--- src/rtl/wptr_full_level.sv ---
// wptr_full_level: async-FIFO write side - read-pointer sync, Gray write pointer, full/almost-full, fill level, sticky overflow
module wptr_full_level #(
   parameter int ADDRSIZE    = 4,
   parameter int SYNC_STAGES = 2
) (
   input  logic                wclk,
   input  logic                wrst,
   input  logic                wincr,
   input  logic [ADDRSIZE:0]   rptr_async,
   input  logic [ADDRSIZE:0]   afull_thresh,
   input  logic                wovf_clr,
   output logic                wen,
   output logic [ADDRSIZE-1:0] waddr,
   output logic [ADDRSIZE:0]   wptr,
   output logic                wfull,
   output logic                wafull,
   output logic [ADDRSIZE:0]   wcount,
   output logic                wovf
);
   logic [SYNC_STAGES-1:0][ADDRSIZE:0] sync_q;
   logic [ADDRSIZE:0] rptr_s, rbin_s, wbin, wbinnext, wgraynext, wcount_val;
   assign rptr_s = sync_q[SYNC_STAGES-1];
   for (genvar i = 0; i <= ADDRSIZE; i++) begin : g_g2b
      assign rbin_s[i] = ^rptr_s[ADDRSIZE:i];
   end
   assign wen        = wincr & ~wfull & wrst;
   assign wbinnext   = wbin + {{ADDRSIZE{1'b0}}, wen};
   assign wgraynext  = (wbinnext >> 1) ^ wbinnext;
   assign wcount_val = wbinnext - rbin_s;
   assign waddr      = wbin[ADDRSIZE-1:0];
   always_ff @(posedge wclk or negedge wrst)
      if (!wrst) begin
         sync_q <= '0;
         wbin   <= '0;
         wptr   <= '0;
         wfull  <= 1'b0;
         wafull <= 1'b0;
         wcount <= '0;
         wovf   <= 1'b0;
      end else begin
         sync_q <= {sync_q[SYNC_STAGES-2:0], rptr_async};
         wbin   <= wbinnext;
         wptr   <= wgraynext;
         wfull  <= wgraynext == {~rptr_s[ADDRSIZE:ADDRSIZE-1], rptr_s[ADDRSIZE-2:0]};
         wafull <= wcount_val >= afull_thresh;
         wcount <= wcount_val;
         wovf   <= (wincr & wfull) | (wovf & ~wovf_clr);
      end
endmodule

--- config.mk ---
export PLATFORM = sky130hd
export DESIGN_NAME = wptr_full_level
export DESIGN_NICKNAME = d
export VERILOG_FILES = /design/src/rtl/wptr_full_level.sv
export SDC_FILE = /design/constraint.sdc
export NUM_CORES = 1
export LEC_CHECK = 0
export CAP_MARGIN = 25
export CORE_MARGIN = 10
export CORE_UTILIZATION = 45
export CTS_CLUSTER_SIZE = 20
export DETAILED_ROUTE_END_ITERATION = 6
export GPL_TIMING_DRIVEN = 0
export PLACE_DENSITY = 0.84
export SYNTH_ARGS = -nofsm -noshare
export SYNTH_HDL_FRONTEND = slang
export SYNTH_SLANG_ARGS = --single-unit
--- constraint.sdc ---
create_clock -name wclk -period 4.61 [get_ports wclk]
set_clock_uncertainty 0.05 [all_clocks]
set_input_delay 1.383 -clock wclk [delete_from_list [all_inputs] [get_ports wclk]]
set_output_delay 1.383 -clock wclk [all_outputs]
set_load 0.05 [all_outputs]
Supply network:
Pins as bars on the die edge. Tap cells in grey.
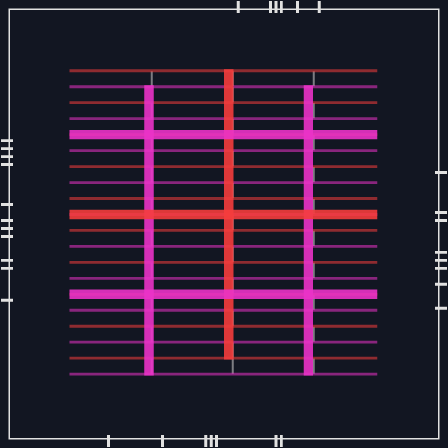
- VSS: magenta
- VDD: red
- tap cells: 31
- met5 straps: 3
- rows: 19
- met1 rails: 20
core footprint: 2710 um2
Die X: 72.92 um
die height: 72.92 um

Sequential cells coloured by netlist name:
Other sequential cells in the stronger grey, the rest of the logic in the fainter grey.
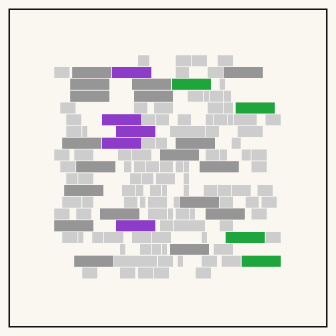
- rptr_s: purple (sequential cells 5)
- wptr: green (sequential cells 4)
utilization of the core after routing: 61.45%
flop share of the area: 40.57%

Placed cells, one colour a class:
Bar = 20 um.
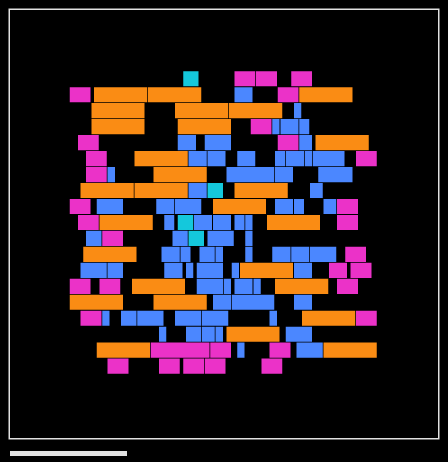
- clock drivers and dummy loads: cyan (cells 4)
- remaining buffers and delay cells: magenta (cells 32)
- sequential cells: orange (cells 27)
- combinational and other logic: blue (cells 71)
final std cell area, no fill: 1665 um2
total number of placement rows: 19

-- flip-flops by register name (all words and copies together) (netlist names) --
| name | cells |
|---|---|
| wafull | 1 |
| sync_q | 5 |
| wovf | 1 |
| wptr | 4 |
| wbin | 5 |
| wfull | 1 |
| rptr_s | 5 |
| wcount | 5 |
-- repair_timing --
item | CTS | global route
gates resized | 2 | 1
hold buffers | 0 | 0
setup endpoints to repair | 2 | 1
==> flow_metrics.rpt <==
=== SYNTHESIS / PLACE & ROUTE SUMMARY ===
----------------------------------------------------
[Timing]
  Post-route minimum period ........................ 4.389 ns
  Number of failing setup endpoints in the final timing report ........................ 0
  Final worst slack ........................ 0.2215 ns
  Worst hold margin ........................ 0.3195 ns
  Relative max-transition margin ........................ 66.07%
  Total count of max-transition violations in the final report ........................ 0
  Worst-margin pin slew ........................ 0.5074 ns

[Hold path]
  Hold Path Origin ........................ sync_q[1]$_DFF_PN0_
  Endpoint with the worst hold slack ........................ rptr_s[1]$_DFF_PN0_

[Yosys]
  Asr flop ratio synth ........................ 100.0%
  Post-synth area from yosys stat ........................ 1260 um2
  List of most frequent post-synthesis cells ........................ sky130_fd_sc_hd__dfrtp_1, sky130_fd_sc_hd__ha_1, sky130_fd_sc_hd__inv_1
  Warnings from Yosys ........................ 0
  MUX area fraction ........................ 1.192%
  Xor-xnor portion of the synthesized cell area ........................ 15.69%
  Cell type contributing the most total cell area after synthesis ........................ sky130_fd_sc_hd__dfrtp_1
  Flops out of synthesis ........................ 27
  Floorplan Nets ........................ 125
  Post-synth tally of flip-flops with integrated enable ........................ 0

[GRT]
  Fraction of met2 tracks used by global routing ........................ 15.99%
  Pin count of the biggest net entering global routing ........................ 21
  Total congestion overflow after global routing ........................ 0

[Cells and area]
  Clock Buffer Count ........................ 3
  Highest-count logic cell in the final layout ........................ sky130_fd_sc_hd__clkdlybuf4s50_1
  Comb/total area ........................ 32.38%
  Inverters, non-clock ........................ 12
  Number of nets in the layout ........................ 162
  Storage element area ........................ 675.6 um2
  Clk tree area frac ........................ 1.803%
  Layout overhead on the synthesized area ........................ 32.18%
  Non-Clock Buffer Count ........................ 32

[Die]
  Number of tap cells added at floorplan ........................ 31
  Total die size ........................ 5317 um2
  Top-Level Pins ........................ 32

[Route]
  First-pass iteration count of the detailed router ........................ 4

[Worst setup path]
  CP max stage cell ........................ sky130_fd_sc_hd__xor2_1
  Cell seen most often among critical-path stages ........................ sky130_fd_sc_hd__ha_1
  Max Fanout on Critical Path ........................ 20

[Status]
  Result of the run ........................ complete, no violations

[Clocking]
  CTS root buffer ........................ sky130_fd_sc_hd__clkbuf_4
  Clock transition at the registers of the reported paths ........................ 0.15 ns
  # H-tree levels ........................ 1

----------------------------------------------------
